$ cat src/rtl/iir_pkg.sv
// Shared constants and sample type for the IIR filter chain (filter, output buffer, data maker/sink).
package iir_pkg;
  localparam int IIR_DW            = 9;
  localparam int IIR_OUT_BUF_DEPTH = 8;

  typedef logic signed [IIR_DW-1:0] sample_t;

  localparam sample_t IIR_MOST_NEG = {1'b1, {(IIR_DW-1){1'b0}}};
endpackage

$ cat src/rtl/iir_out_buffer_if.sv
// Producer/consumer signal bundle of the IIR output buffer.
// The peak port exists only when IIR_OUT_BUF_PEAK_EN is defined.
interface iir_out_buffer_if #(
  parameter int DW = 9,
  parameter int AW = 3
);
  logic [DW-1:0] din;
  logic          vin;
  logic          rdy;
  logic [DW-1:0] dout;
  logic          vout;
  logic [AW:0]   level;
  logic          full;
  logic          empty;
  logic          ovf;
`ifdef IIR_OUT_BUF_PEAK_EN
  logic [DW-1:0] peak;

  modport master (output din, vin, rdy, input dout, vout, level, full, empty, ovf, peak);
  modport slave  (input din, vin, rdy, output dout, vout, level, full, empty, ovf, peak);
`else
  modport master (output din, vin, rdy, input dout, vout, level, full, empty, ovf);
  modport slave  (input din, vin, rdy, output dout, vout, level, full, empty, ovf);
`endif
endinterface

$ cat src/rtl/iir_out_buffer_mem.sv
// DEPTH x DW storage for the output buffer: one write port, asynchronous read, no reset.
module iir_out_buffer_mem #(
  parameter int DW    = 9,
  parameter int DEPTH = 8,
  parameter int AW    = $clog2(DEPTH)
) (
  input  logic          clk,
  input  logic          we,
  input  logic [AW-1:0] waddr,
  input  logic [DW-1:0] wdata,
  input  logic [AW-1:0] raddr,
  output logic [DW-1:0] rdata
);
  logic [DW-1:0] mem [DEPTH];

  always_ff @(posedge clk) begin
    if (we) mem[waddr] <= wdata;
  end

  assign rdata = mem[raddr];
endmodule

$ cat src/rtl/iir_out_buffer.sv
// Circular FIFO between the non-stallable IIR filter and a valid/ready consumer.
// Optional running maximum of accepted samples: define IIR_OUT_BUF_PEAK_EN.
module iir_out_buffer
  import iir_pkg::*;
#(
  parameter int DW    = IIR_DW,
  parameter int DEPTH = IIR_OUT_BUF_DEPTH
) (
  input  logic             clk,
  input  logic             rst_n,
  iir_out_buffer_if.slave  bus
);
  localparam int AW = $clog2(DEPTH);

  logic [AW-1:0] wr_ptr, rd_ptr, rd_ptr_nxt;
  logic [AW:0]   level_q, level_nxt, level_after_pop;
  logic [DW-1:0] dout_q, rd_data;
  logic          vout_q, ovf_q;
  logic          push, pop, full, empty;

  assign full  = (level_q == (AW+1)'(DEPTH));
  assign empty = (level_q == '0);
  assign pop   = vout_q & bus.rdy;
  assign push  = bus.vin & (~full | pop);

  // The output register looks at what remains after this edge's pop only,
  // so a sample written now becomes visible one cycle later (no bypass).
  always_comb begin
    rd_ptr_nxt      = rd_ptr;
    level_after_pop = level_q;
    if (pop) begin
      rd_ptr_nxt      = rd_ptr + AW'(1);
      level_after_pop = level_q - (AW+1)'(1);
    end
    level_nxt = level_after_pop;
    if (push) level_nxt = level_after_pop + (AW+1)'(1);
  end

  iir_out_buffer_mem #(.DW(DW), .DEPTH(DEPTH), .AW(AW)) u_mem (
    .clk   (clk),
    .we    (push),
    .waddr (wr_ptr),
    .wdata (bus.din),
    .raddr (rd_ptr_nxt),
    .rdata (rd_data)
  );

  always_ff @(posedge clk) begin
    if (!rst_n) begin
      wr_ptr  <= '0;
      rd_ptr  <= '0;
      level_q <= '0;
      ovf_q   <= 1'b0;
      vout_q  <= 1'b0;
      dout_q  <= '0;
    end else begin
      if (push) wr_ptr <= wr_ptr + AW'(1);
      rd_ptr  <= rd_ptr_nxt;
      level_q <= level_nxt;
      if (bus.vin && full && !pop) ovf_q <= 1'b1;
      vout_q  <= (level_after_pop != '0);
      dout_q  <= (level_after_pop != '0) ? rd_data : '0;
    end
  end

  assign bus.dout  = dout_q;
  assign bus.vout  = vout_q;
  assign bus.level = level_q;
  assign bus.full  = full;
  assign bus.empty = empty;
  assign bus.ovf   = ovf_q;

`ifdef IIR_OUT_BUF_PEAK_EN
  localparam logic [DW-1:0] PEAK_INIT = {1'b1, {(DW-1){1'b0}}};

  logic [DW-1:0] peak_q;

  always_ff @(posedge clk) begin
    if (!rst_n) begin
      peak_q <= PEAK_INIT;
    end else if (push && ($signed(bus.din) > $signed(peak_q))) begin
      peak_q <= bus.din;
    end
  end

  assign bus.peak = peak_q;
`endif
endmodule

$ cat src/flat_wrapper.sv
// flat-port wrapper written by rule: the top's interface ports become plain ports
module iir_out_buffer_flat import iir_pkg::*;
#(
  parameter int DW    = IIR_DW,
  parameter int DEPTH = IIR_OUT_BUF_DEPTH
)
  (clk, rst_n, bus_din, bus_vin, bus_rdy, bus_dout, bus_vout, bus_level, bus_full, bus_empty, bus_ovf);
  iir_out_buffer_if #(.DW(DW)) bus_i ();
  input  logic clk;
  input  logic rst_n;
  input wire logic [$bits(bus_i.din)-1:0] bus_din;
  input wire logic [$bits(bus_i.vin)-1:0] bus_vin;
  input wire logic [$bits(bus_i.rdy)-1:0] bus_rdy;
  output wire logic [$bits(bus_i.dout)-1:0] bus_dout;
  output wire logic [$bits(bus_i.vout)-1:0] bus_vout;
  output wire logic [$bits(bus_i.level)-1:0] bus_level;
  output wire logic [$bits(bus_i.full)-1:0] bus_full;
  output wire logic [$bits(bus_i.empty)-1:0] bus_empty;
  output wire logic [$bits(bus_i.ovf)-1:0] bus_ovf;
  assign bus_i.din = bus_din;
  assign bus_i.vin = bus_vin;
  assign bus_i.rdy = bus_rdy;
  assign bus_dout = bus_i.dout;
  assign bus_vout = bus_i.vout;
  assign bus_level = bus_i.level;
  assign bus_full = bus_i.full;
  assign bus_empty = bus_i.empty;
  assign bus_ovf = bus_i.ovf;
  iir_out_buffer #(.DW(DW), .DEPTH(DEPTH)) u_core (.clk(clk), .rst_n(rst_n), .bus(bus_i));
endmodule
$ cat config.mk
export PLATFORM = sky130hd
export DESIGN_NAME = iir_out_buffer_flat
export DESIGN_NICKNAME = d
export VERILOG_FILES = /design/src/rtl/iir_pkg.sv /design/src/rtl/iir_out_buffer_if.sv /design/src/rtl/iir_out_buffer_mem.sv /design/src/rtl/iir_out_buffer.sv /design/src/flat_wrapper.sv
export SDC_FILE = /design/constraint.sdc
export NUM_CORES = 1
export LEC_CHECK = 0
export ABC_AREA = 1
export CAP_MARGIN = 20
export CORE_MARGIN = 10
export CORE_UTILIZATION = 35
export CTS_CLUSTER_DIAMETER = 200
export DETAILED_ROUTE_END_ITERATION = 8
export HOLD_SLACK_MARGIN = 0.12
export SYNTH_ARGS = -nofsm -noshare
export SYNTH_HDL_FRONTEND = slang
export SYNTH_SLANG_ARGS = --single-unit
export TNS_END_PERCENT = 1
$ cat constraint.sdc
create_clock -name clk -period 2.1 [get_ports clk]
set_clock_uncertainty 0.2 [all_clocks]
set_input_delay 0.42 -clock clk [delete_from_list [all_inputs] [get_ports clk]]
set_output_delay 0.42 -clock clk [all_outputs]
set_load 0.005 [all_outputs]
==> summary.txt <==
Notes on the physical design

The flow ran to the end, and the final reports show no timing, DRC or antenna violations. After filler insertion, the fill cell instance count of the layout stands at 1072. The cell sequence reported for the critical path is clkdlybuf4s50_1 > nand2_2 > o21ai_1 > inv_1 > ha_1 > nand3_1 > nor2_2 > nor2_4 > nand2_1 > nor2_1.

According to the report, the first pass of detailed routing completed in 4 iterations. The first global-routing pass estimated 14.8 mm of wire. The die footprint is 16400 µm². The detailed router reports a met2 wire length of 4.52 mm.

The dominant kind of combinational cell is simple AND/OR/NAND/NOR gates. The total wire length is 9.34 mm. The flow measured a signed area growth from synthesis to layout of 27.0%. Synthesis produced a netlist with a net count of 440. The clock sink count is 93.

The floorplan step records an initial core utilization of 0.357. Pin placement for this block handled 30 I/O pins. In this run the worst path has a maximum fanout of 7. The layout net count is 501. The worst-case hold slack is 292 ps. The number of placed instances, taps included is 614.

The most critical min-delay path falls under reg2reg. The worst-case max-slew headroom was logged as 0.717. The final layout contains a sequential cell count of 93. The routed layout reports a DRC error count of 0.
## registers in the layout, summed over array words and instances, names as in the netlist
signal	count
u_core.bus.vout	1
u_core.bus.level	4
u_core.u_mem.mem	72
u_core.rd_ptr	3
u_core.bus.dout	9
u_core.wr_ptr	3
u_core.bus.ovf	1
## timing repair
item,CTS,global route
gates resized,6,2
gates cloned,0,1
endpoints found under the setup margin,2,3
pin swaps,0,1
## worst paths after layout
kind / startpoint / endpoint / slack [ps] / depth (start not counted)
setup / recovery: bus_rdy / u_core.bus.dout[8] / 120 / 10
hold / removal: u_core.wr_ptr[0] / u_core.wr_ptr[0] / 290 / 2
setup reg to reg: u_core.bus.level[1] / u_core.bus.dout[8] / 200 / 10
hold reg to reg: u_core.wr_ptr[0] / u_core.wr_ptr[0] / 290 / 2
Congestion heat map:
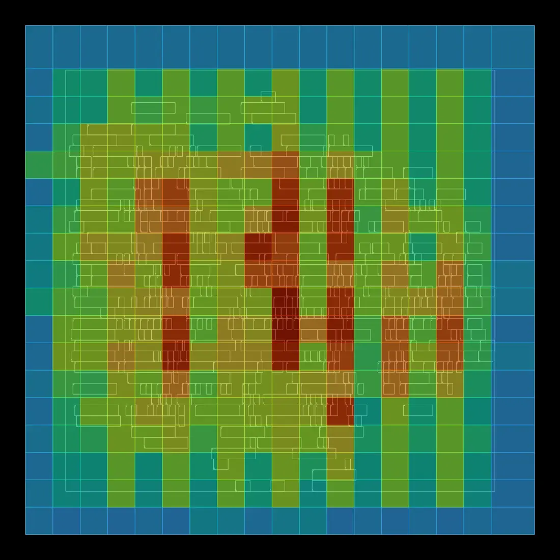
met1 track demand over resource in global routing: 0.139
GR Util met2: 0.190
average wire per cell in the routed design: 14.8 µm
global-route layer with the greatest usage: met2

Wiring heat map:
Drawn at 3 px/µm. 26 x 26 tiles, from dark blue (low) to red (high), scaled to the fullest tile. Values are wire area over tile area, all layers added.
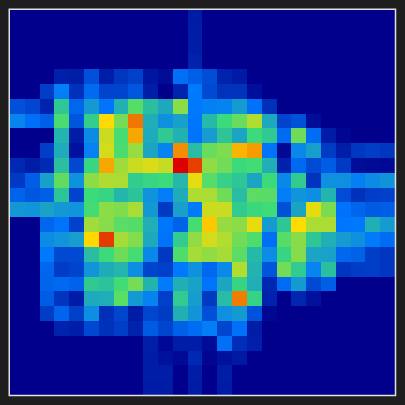
mean over tiles: 0.090
fullest tile: 0.47
densest ninth of the die: middle
tiles over half the peak: 13%
nearly empty tiles: 41%
emptiest ninth of the die: top right

Met2 routing:
Drawn at 4 px/µm.
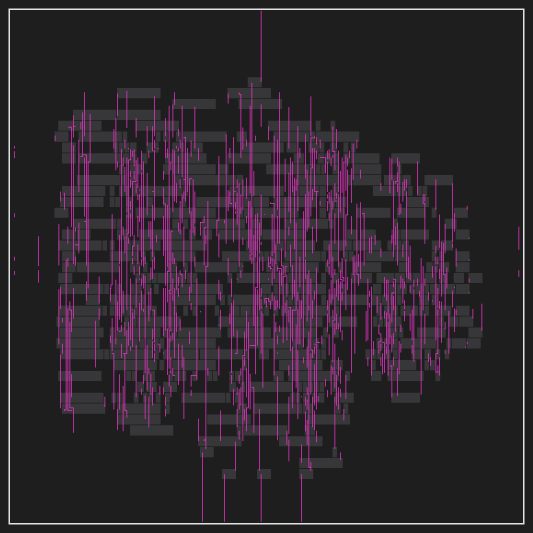
nets with wire on the layer: 368
longest straight run: 45.6 µm

The metal 3 layer:
Drawn at 4 px/µm.
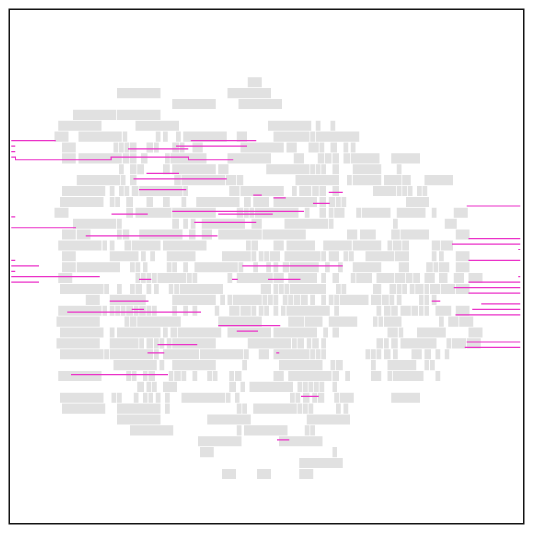
nets with wire on the layer: 43
main direction: horizontal
share of all routed wire: 6.8%
longest straight run: 33.1 µm
wire length on this layer: 637 µm

Pin placement:
Drawn at 4 px/µm. Pins as bars across the die edge, other pins in gray.
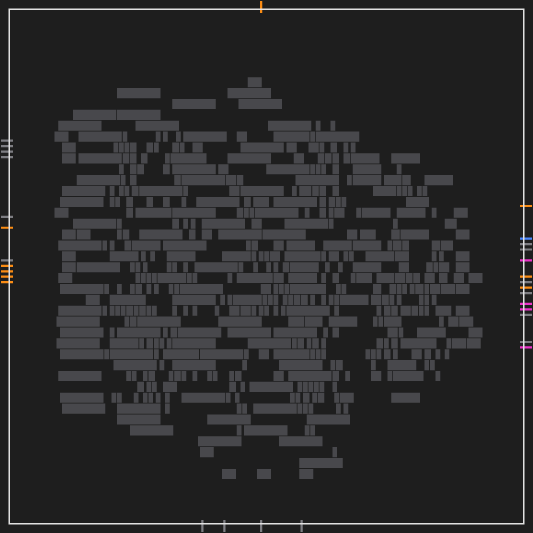
legend:
  blue:
    port: bus_ovf
    pins: 1
    direction: output
    edge: right
  magenta:
    port: bus_level
    pins: 4
    direction: output
    edge: right
  orange:
    port: bus_dout
    pins: 9
    direction: output
    edge: 5 left, 3 right, 1 top
all pins by edge: 14 right, 11 left, 4 bottom, 1 top

